### src/rtl/dag_unit.sv
`default_nettype none
// +--------------------------------------------------------------------------+
// | Module   : dag_unit                                                      |
// | Brief    : Data address generator with I/M/L/B register sets, pre/post   |
// |            modify addressing and circular-buffer wrap. Optional bit-     |
// |            reversed addressing is enabled by defining DAG_BITREV_EN.     |
// | Revision : 1.0                                                           |
// +--------------------------------------------------------------------------+
module dag_unit #(
  parameter int DMA_SIZE = 16,
  parameter int DMD_SIZE = 16
) (
  input  logic                clk,
  input  logic                reset,
  input  logic                ps_dg_en,
  input  logic                ps_dg_pre,
  input  logic [1:0]          ps_dg_iadd,
  input  logic [1:0]          ps_dg_madd,
  input  logic                ps_dg_wrt_en,
  input  logic                ps_dg_rd_en,
  input  logic [3:0]          ps_dg_radd,
  input  logic [DMD_SIZE-1:0] bc_dt,
`ifdef DAG_BITREV_EN
  input  logic                ps_dg_brev,
`endif
  output logic [DMA_SIZE-1:0] dg_dm_add,
  output logic [DMD_SIZE-1:0] dg_bc_dt
);

  localparam logic [1:0] c_grp_i = 2'b00;
  localparam logic [1:0] c_grp_m = 2'b01;
  localparam logic [1:0] c_grp_l = 2'b10;
  localparam logic [1:0] c_grp_b = 2'b11;

  logic [DMA_SIZE-1:0] r_i [4];
  logic [DMA_SIZE-1:0] r_m [4];
  logic [DMA_SIZE-1:0] r_l [4];
  logic [DMA_SIZE-1:0] r_b [4];
  logic [DMD_SIZE-1:0] r_bc_dt;

  logic [DMA_SIZE-1:0] w_i;
  logic [DMA_SIZE-1:0] w_sum;
  logic [DMA_SIZE-1:0] w_next;
  logic [DMA_SIZE-1:0] w_addr;
  logic [DMA_SIZE-1:0] w_rd_val;
  logic [DMA_SIZE-1:0] w_wr_data;
  logic [1:0]          w_wr_sel;

  // Single-correction circular wrap; the end-of-buffer bound needs one extra bit.
  function automatic logic [DMA_SIZE-1:0] f_wrap(input logic [DMA_SIZE-1:0] x,
                                                 input logic [DMA_SIZE-1:0] len,
                                                 input logic [DMA_SIZE-1:0] base);
    logic [DMA_SIZE:0] lim;
    lim = {1'b0, base} + {1'b0, len};
    if (len == '0)
      return x;
    else if ({1'b0, x} >= lim)
      return x - len;
    else if (x < base)
      return x + len;
    else
      return x;
  endfunction

  assign w_i       = r_i[ps_dg_iadd];
  assign w_sum     = w_i + r_m[ps_dg_madd];
  assign w_next    = f_wrap(w_sum, r_l[ps_dg_iadd], r_b[ps_dg_iadd]);
  assign w_addr    = ps_dg_pre ? w_next : w_i;
  assign w_wr_data = bc_dt[DMA_SIZE-1:0];
  assign w_wr_sel  = ps_dg_radd[1:0];

`ifdef DAG_BITREV_EN
  logic [DMA_SIZE-1:0] w_rev;
  for (genvar gi = 0; gi < DMA_SIZE; gi++) begin : g_brev
    assign w_rev[gi] = w_addr[DMA_SIZE-1-gi];
  end
  assign dg_dm_add = (ps_dg_brev && ps_dg_en) ? w_rev : w_addr;
`else
  assign dg_dm_add = w_addr;
`endif

  always_comb begin
    w_rd_val = '0;
    case (ps_dg_radd[3:2])
      c_grp_i: w_rd_val = r_i[w_wr_sel];
      c_grp_m: w_rd_val = r_m[w_wr_sel];
      c_grp_l: w_rd_val = r_l[w_wr_sel];
      default: w_rd_val = r_b[w_wr_sel];
    endcase
  end

  // Ureg writes are placed after the post-modify update so they take priority.
  always_ff @(posedge clk or posedge reset) begin
    if (reset) begin
      for (int k = 0; k < 4; k++) begin
        r_i[k] <= '0;
        r_m[k] <= '0;
        r_l[k] <= '0;
        r_b[k] <= '0;
      end
      r_bc_dt <= '0;
    end else begin
      if (ps_dg_en && !ps_dg_pre)
        r_i[ps_dg_iadd] <= w_next;
      if (ps_dg_wrt_en) begin
        case (ps_dg_radd[3:2])
          c_grp_i: r_i[w_wr_sel] <= w_wr_data;
          c_grp_m: r_m[w_wr_sel] <= w_wr_data;
          c_grp_l: r_l[w_wr_sel] <= w_wr_data;
          c_grp_b: begin
            r_b[w_wr_sel] <= w_wr_data;
            r_i[w_wr_sel] <= w_wr_data;
          end
          default: ;
        endcase
      end
      if (ps_dg_rd_en)
        r_bc_dt <= DMD_SIZE'(w_rd_val);
    end
  end

  assign dg_bc_dt = r_bc_dt;

endmodule
`default_nettype wire

### config.mk
export PLATFORM = sky130hd
export DESIGN_NAME = dag_unit
export DESIGN_NICKNAME = d
export VERILOG_FILES = /design/src/rtl/dag_unit.sv
export SDC_FILE = /design/constraint.sdc
export NUM_CORES = 1
export LEC_CHECK = 0
export CORE_UTILIZATION = 68
export DETAILED_ROUTE_END_ITERATION = 10
export GPL_TIMING_DRIVEN = 1
export MAX_ROUTING_LAYER = met4
export PLACE_DENSITY = 0.85
export REMOVE_ABC_BUFFERS = 1
export SYNTH_ARGS = -nofsm -noshare
export SYNTH_HDL_FRONTEND = slang
export SYNTH_SLANG_ARGS = --single-unit
### constraint.sdc
create_clock -name clk -period 18.9 [get_ports clk]
set_input_delay 3.78 -clock clk [delete_from_list [all_inputs] [get_ports clk]]
set_output_delay 3.78 -clock clk [all_outputs]
set_load 0.02 [all_outputs]
==> run summary, run 1 <==
Summary of the current implementation state.

- After clock tree synthesis, the setup repair step added 0 buffers.
- The sum of overflow across all layers after global routing is 0, for reference.
- The core region is 0.0262 mm^2.
- The power per standard cell area is 210 mW/mm^2, for reference.
- The post-route clock period utilization is 82.5%, for reference.
- The initialized floorplan defines 59 standard-cell rows.
- The setup path with the least slack is of type input pin to output port.
- The post-synthesis instance total is 1,615, for reference.
- The main logic family after synthesis is multiplexers, for reference.
- Looking at the VDD voltage map, the peak drop is 0.000152 V.
- The die covers 0.0276 mm^2.
- The total global routing track utilization is 43.5%, for reference.
- The element type at the critical path start is an input pin, for reference.
- STA puts the critical path data arrival time at 11.81 ns.
- In this run the worst setup path begins at ps_dg_madd[1].
- The number of hold buffers added after CTS was 0.
- TritonCTS built the clock tree.
- The post-cts resize count is 0, for reference.
- The cell sequence reported for the critical path is clkdlybuf4s50_1 > mux4_2 > ha_1 > fa_1 > a211oi_1 > o21bai_4 > o2111a_1 > o21ai_0 > nand2b_1 > a21oi_1 > xnor2_1 > ha_1 > and3_1 > nand3_1 > inv_1 > a31oi_1 > maj3_1 > o31ai_4 > a21oi_1 > a31oi_1 > o2bb2ai_1 > xor2_1 > o21ai_0 > clkdlybuf4s50_1.
- In this run, CTS created clock tree buffers numbering 29.
- The number of warning messages in the logs is 47, for reference.
- Summed over all instances, the cell type with the most area after synthesis is sky130_fd_sc_hd__dfrtp_1.
- The biggest cell delay along the critical path is 1.09 ns, for reference.
- The slowest stage cell on the critical path is sky130_fd_sc_hd__clkdlybuf4s50_1, for reference.
- The count of max-cap constraint violations is 0, for reference.
- Counting I/O delays and the setup requirement, the final critical path takes 15.59 ns.
- Each instance of the synthesized netlist takes up on average 11.3 um^2.
- The mean number of vias per cell is 7.46, for reference.
- In this run, the synthesized area fraction spent on AND-OR/OR-AND gates is recorded as 12.6%.
- The sequential cell area fraction in the yosys report is 37.2%, for reference.
- The final timing report lists a hold violation count of 0.
- The clock transition at the register clock pins on the worst setup and hold paths after CTS is 0.06 ns, for reference.
- Counting instances in the post-synthesis netlist gives the leading cell types as sky130_fd_sc_hd__dfrtp_1 (272), sky130_fd_sc_hd__mux2_2 (212), sky130_fd_sc_hd__mux4_2 (128).
- The via count of the first global-routing pass was 15,000.
- The floorplan step set the die height to 166 um.
- The netlist uses 87 different library cells.
- The buffers plus inverters on the worst setup path is 3, for reference.
- Counting along the longest clock path gives a buffer depth of 3.
- The relative max-transition margin is 17.3%, for reference.
- The routed design shows a wire length per standard cell of 28.5 um.
- The fraction of synthesis flops using an asynchronous set or reset pin is 100%, for reference.
- The final reports fail on DRC.
- Relative to the synthesized area, the layout overhead comes to 9.74%.
- In the placement report, post-DP HPWL is listed as 38.8 mm.
- The max-slew violation total from the final report is 0, for reference.
- The final setup skew is 0.0162 ns, for reference.
- The area share of the leading cell type in the synthesized netlist is 37.2%, for reference.
- The DRC violation total left in the routed layout is recorded as 2.
- The synthesis report lists the Yosys warning total as 0.
- The first-pass GRT wire length is 87.7 mm, for reference.
- The startpoint identified for the worst register-to-register timing path is r_l[1]$_DFFE_PP0P_.
- The synthesized design contains 272 register bits.
- The cell area after synthesis is 0.0183 mm^2, for reference.
- The number of enable-type register cells in the synthesized netlist is 0, for reference.
- The run finished, with violations left.
- The worst min-delay path startpoint is dg_bc_dt[9]$_DFFE_PP0P_, for reference.
- The share of layout cells above drive strength 1 is 27.2%, for reference.
- The root buffer cell chosen for the clock tree is sky130_fd_sc_hd__clkbuf_16.
- For this design the static power due to leakage is 8.52 nW.
- For this block, the initial DRC count from the detailed router was 1,862.
- Once the floorplan was initialized, standard cells occupied 69.8% of the core.
- The family of cells with the greatest summed delay on the critical path is AND-OR/OR-AND gates, for reference.
- The largest net degree at the start of global routing is 158, for reference.
==> run 1: per-stage QoR <==
stage	utilization (%)	setup slack, ns	cell area, um^2	cells
after global placement	72.9	3.61	19100	1929
after detailed placement	72.9	3.49	19100	1929
after global routing	76.6	3.00	20100	1983
after floorplan	-	5.93	17900	1509
final	76.6	3.31	20100	1983
after CTS	76.6	3.46	20100	1982
==> run 1: report_power, final <==
part / switching (mW) / internal (mW) / total (mW)
Sequential: 0.136 / 0.756 / 0.892
Clock: 0.239 / 0.340 / 0.580
Combinational: 1.63 / 1.12 / 2.75
Total: 2.01 / 2.21 / 4.22
==> run 1: final timing paths <==
kind / endpoint / slack, ns / depth (start not counted)
setup reg to reg: r_i[9]$_DFF_PP0_ / 12.02 / 23
min in group asynchronous: r_l[35]$_DFFE_PP0P_ / 3.85 / 2
hold reg to reg: dg_bc_dt[9]$_DFFE_PP0P_ / 0.51 / 1
hold / removal: dg_bc_dt[9]$_DFFE_PP0P_ / 0.51 / 1
max in group asynchronous: dg_bc_dt[10]$_DFFE_PP0P_ / 13.55 / 3
setup / recovery: dg_dm_add[15] / 3.31 / 24
==> run 1: layout by cell type (no fill, tap or decap), drive strengths merged, types with 26 or more instances in the layout <==
| master | instances |
|---|---|
| clkbuf | 42 |
| nor3 | 26 |
| dfrtp | 272 |
| inv | 62 |
| mux4 | 128 |
| a21oi | 92 |
| clkdlybuf4s50 | 57 |
| nor2 | 89 |
| mux2 | 213 |
| nand2 | 114 |
| buf | 28 |
| o21ai | 124 |
| and3 | 26 |
| ha | 94 |
==> run 1: cells by family (layout without fill, tap and decap cells) <==
family	count (synthesis)	count (layout)
AOI/OAI and AO/OA	355	355
xor gates and xnor gates	38	38
adders and majority gates	99	99
buffers and inverters	167	199
DFF	272	272
muxes	351	351
other	0	1
and+or+nand+nor	333	333
==> run 1: layer usage <==
metal | share of wire (%) | routed length, um | GRT usage [%]
met1 | 37 | 21200 | 56.8
met2 | 46 | 25800 | 64.9
met3 | 13 | 7120 | 11.3
met4 | 4.4 | 2490 | 18.2
met5 | 0 | 0 | -
==> run 1: cell type report <==
cell class | instances | area, um^2
Tap cell | 335 | 419
Antenna cell | 1 | 2.50
Clock buffer | 42 | 855
Clock inverter | 11 | 115
Sequential cell | 272 | 6810
Inverter | 61 | 236
Fill cell | 1607 | 6120
Multi-Input combinational cell | 1176 | 10900
Timing Repair Buffer | 85 | 778
==> run 1: state kept, by name, summed over array words and instances (netlist names) <==
name and cells:
dg_bc_dt 16, r_b 64, r_i 64, r_l 64, r_m 64
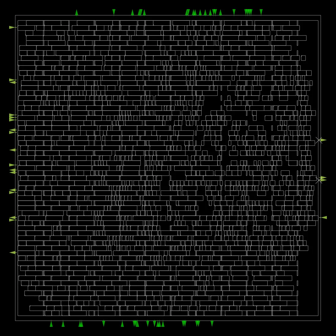
run_1/final_placement.png
registers: 272
number of fill cells in the layout: 1,607

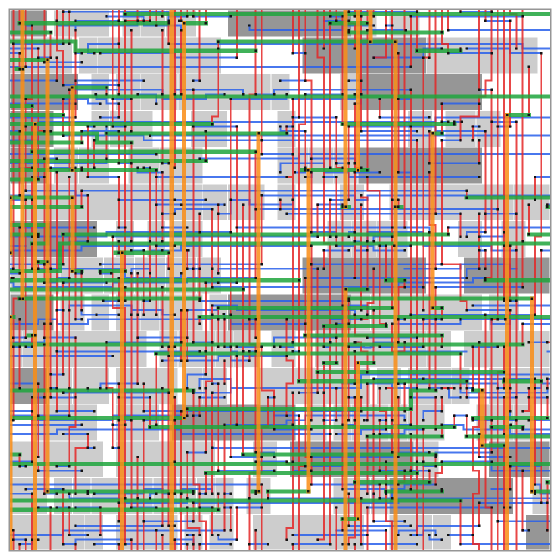
run_1/zoom.png
Window x 63 to 103, y 30 to 70 um. Cells in gray, sequential cells in the stronger gray; small squares are vias.
| color | layer |
|---|---|
| red | met2 |
| green | met3 |
| blue | met1 |
| orange | met4 |
netlist names of flops here include: r_i (12)
most frequent: nand2_1 (18), o21ai_0 (16), nor2_1 (14)
cells with their middle in the window: 125
sequential cells in the window: 12

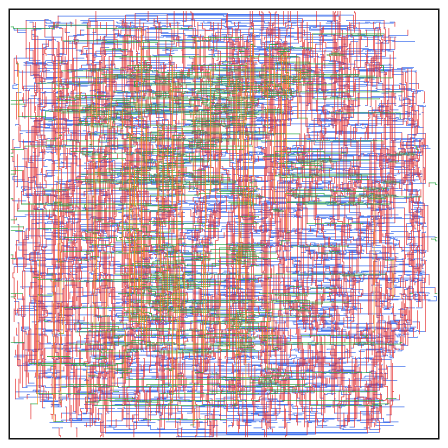
run_1/metal_stack.png
| color | layer | wire length |
|---|---|---|
| orange | met4 | 2,490 um |
| red | met2 | 25.8 mm |
| blue | met1 | 21.2 mm |
| green | met3 | 7,120 um |

==> run 2: changes to the inputs <==
CORE_UTILIZATION = 57   (was 68)
PLACE_DENSITY = 0.76   (was 0.85)
clock period = 13.94 ns   (was 18.9 ns; I/O delays follow)
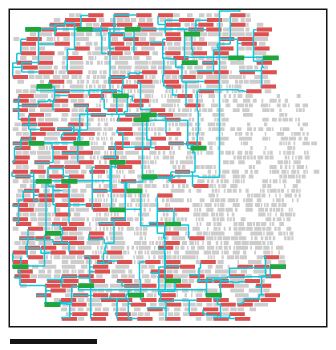
run_2/clock_map.png
The bar under the picture is 50 um long.
[red] flip-flops | count: 272
[cyan] clock wires | length: 3,340 um
[green] cells driving clock nets | count: 29
routed clock nets: 30
flops lie: all over the die

==> run summary, run 2 <==
Summary of the current implementation state.

- Run status: completed (was finished with violations).
- Crit path cell chain: clkdlybuf4s50_1 > mux4_2 > ha_1 > fa_1 > a211oi_1 > o21bai_4 > o2111a_1 > o21ai_0 > nand2b_1 > a21oi_1 > xnor2_1 > ha_1 > and3_1 > nand3_1 > inv_1 > a31oi_1 > maj3_1 > o31ai_4 > a21oi_1 > a31oi_1 > o2bb2ai_1 > xor2_1 > o21ai_0 > clkdlybuf4s50_1 (unchanged).
- The first-pass GRT wire length came to 84.8 mm (was 87.7 mm).
- The maximum clock path buffer count is 3 (unchanged), for reference.
- The weighted congestion reported at the end of routability-driven placement is 0.998 (was 1.02), for reference.
- The leakage power is 8.52 nW (about the same).
- Most numerous logic cells after layout: sky130_fd_sc_hd__dfrtp_1 (272), sky130_fd_sc_hd__mux2_2 (212), sky130_fd_sc_hd__mux4_2 (128), sky130_fd_sc_hd__nand2_1 (113), sky130_fd_sc_hd__o21ai_0 (109) (unchanged).
- The count of distinct cell types in the synthesized netlist came to 87 (unchanged).
- The final cell count without fillers came to 2,051 (was 1,983).
- The initial detailed-routing violation count is 1,729 (was 1,862), for reference.
- The biggest cell delay along the critical path is 0.66 ns (was 1.09 ns).
- The cell count after placement is 1,998 (was 1,929), for reference.
- The clock period could shrink to 13.39 ns.
- The CTS tree is done (unchanged).
- The largest net degree at the start of global routing is 135 (was 158), for reference.
- The area share of the leading cell type in the synthesized netlist came to 37.2% (unchanged).
- The share of layout cells above drive strength 1 is 27.4% (was 27.2%), for reference.
- The logic gate share of total power is 65.6% (was 65.1%).
- Of the available clock period, the critical path in the final layout requires 96.1%.
- The wire length per cell after detailed routing is 26.7 um (was 28.5 um).
- The number of remaining DRC errors is 0 (was 2).
- The most area-hungry cell type in the Yosys netlist is sky130_fd_sc_hd__dfrtp_1 (unchanged).
- The standard-cell row count is 65 (was 59), for reference.
- The final setup skew is 0.0199 ns (was 0.0162 ns).
- The final hold violation count is 0 (unchanged), for reference.
- The post-cts resize count was 0 (unchanged).
- The fraction of synthesis flops using an asynchronous set or reset pin is 100% (unchanged), for reference.
- The core area is 0.0316 mm^2 (was 0.0262 mm^2), for reference.
- The buffers plus inverters on the worst setup path is 3 (unchanged), for reference.
- The slowest stage cell on the critical path is sky130_fd_sc_hd__clkdlybuf4s50_1 (unchanged), for reference.
- The starting utilization of the core area is 58.0% (was 69.8%).
- The total net switching power came to 2.73 mW (was 2.01 mW).
- The sum of overflow across all layers after global routing is 0 (unchanged), for reference.
- The critical path class is input pin to output port (unchanged).
- The via count of the first global-routing pass came to 14,500 (was 15,000).
- The count of max-cap constraint violations was 0 (unchanged).
- The max-slew violation total from the final report is 0 (unchanged), for reference.
- The number of enable-type register cells in the synthesized netlist was 0 (unchanged).
- The total global routing track utilization is 34.9% (was 43.5%), for reference.
- The internal power is 2.98 mW (was 2.21 mW).
- The count of fill cells added during filler insertion is 2,435 (was 1,607), for reference.
- The post-CTS setup repair buffer count is 0 (unchanged), for reference.
- The area enclosed by the die boundary was 0.0328 mm^2 (was 0.0276 mm^2).
- The clock transition at the register clock pins on the worst setup and hold paths after CTS was 0.06 ns (about the same).
- The mean number of vias per cell came to 7.01 (was 7.46).
- The clock root buffer was sky130_fd_sc_hd__clkbuf_16 (unchanged).
- The sequential group share of total power is 21.0% (was 21.1%), for reference.
- The worst-skew pair later-pin latency is 0.56 ns (about the same).
- The maximum vdd ir drop is 0.000167 V (was 0.000152 V), for reference.
- The sequential cell area fraction in the yosys report was 37.2% (unchanged).
- The family of cells with the greatest summed delay on the critical path was AND-OR/OR-AND gates (unchanged).
- The proportion of total power due to net switching came to 47.8% (was 47.6%).
- The relative max-transition margin is 18.5% (was 17.3%), for reference.
- The dominant logic cell type in the layout is sky130_fd_sc_hd__dfrtp_1 (unchanged), for reference.
- The data arrival time of the worst path is 10.61 ns (was 11.81 ns), for reference.
- The number of buffers added by the clock tree synthesis step is 29 (unchanged), for reference.
- The average footprint of a synthesized cell is 11.3 um^2 (unchanged).
- The element type at the critical path start was an input pin (unchanged).
- The half-perimeter wire length of the detailed placement result is 37.9 mm (was 38.8 mm).
- The number of register bits inferred by synthesis is 272 (unchanged), for reference.
- The synthesis warning total is 0 (unchanged), for reference.
==> run 2: cell counts after synthesis <==
Identical to the previous run, type by type.
==> run 2: final timing paths <==
| path | startpoint | to | slack, ns | depth (start not counted) |
|---|---|---|---|---|
| max in group asynchronous | reset | r_b[58]$_DFFE_PP0P_ | 8.73 | 4 |
| setup reg to reg | r_i[16]$_DFF_PP0_ | r_i[47]$_DFF_PP0_ | 6.99 | 22 |
| setup / recovery | ps_dg_madd[0] | dg_dm_add[15] | 0.55 | 24 |
| hold reg to reg | dg_bc_dt[11]$_DFFE_PP0P_ | dg_bc_dt[11]$_DFFE_PP0P_ | 0.51 | 1 |
| min in group asynchronous | reset | dg_bc_dt[3]$_DFFE_PP0P_ | 2.86 | 2 |
| hold / removal | dg_bc_dt[11]$_DFFE_PP0P_ | dg_bc_dt[11]$_DFFE_PP0P_ | 0.51 | 1 |
==> run 2: area by class of cell <==
| class | instances | area (um^2) | share of cell area (%) |
|---|---|---|---|
| multi-input cells | 1176 | 10900 | 53.9 |
| flip-flops and latches | 272 | 6810 | 33.7 |
| clock buffers | 40 | 847 | 4.20 |
| repair buffers | 87 | 806 | 3.99 |
| well taps | 402 | 503 | 2.49 |
| inverters | 61 | 236 | 1.17 |
| clock inverters | 11 | 97.6 | 0.484 |
| diodes | 2 | 5.00 | 0.0248 |
==> run 2: per-layer routing <==
metal / GRT usage (%) / share of wire (%) / vias to the layer above
li1: - / - / 6115
met1: 46.2 / 40 / 7256
met2: 53.5 / 46 / 834
met3: 7.44 / 10 / 166
met4: 12.0 / 3.6 / 0
met5: - / 0 / -
==> run 2: stage by stage <==
step           hold slack (ns)  setup slack, ns  util [%]  power (mW)  instance area (um^2)
2_1_floorplan            0.491             2.95         -        3.70                 17900
3_3_place_gp             0.489            0.748      60.9        4.75                 19200
3_5_place_dp             0.497            0.647      60.9        4.83                 19200
4_1_cts                  0.509            0.598      63.9        5.62                 20200
5_1_grt                  0.520           0.0750      63.9        6.06                 20200
6_report                 0.507            0.546      63.9        5.71                 20200
==> run 2: power groups by stage <==
stage | sequential (mW) | clock (mW) | combinational (mW)
5_1_grt | 1.22 | 0.801 | 4.04
3_5_place_dp | 1.20 | 0 | 3.64
2_1_floorplan | 1.16 | 0 | 2.54
3_3_place_gp | 1.18 | 0 | 3.57
4_1_cts | 1.19 | 0.770 | 3.67
6_report | 1.20 | 0.765 | 3.74
==> run 2: cells by family after synthesis <==
kind of cell | count (synthesis) | synth area share [%]
AND-OR/OR-AND | 355 | 12.6
multiplexers | 351 | 29.4
AND/OR/NAND/NOR | 333 | 8.52
flip-flops | 272 | 37.2
buffers and inverters | 167 | 3.51
adder cells (fa/ha/maj) | 99 | 6.92
XOR/XNOR | 38 | 1.82
Power and IR drop assume default switching activity.
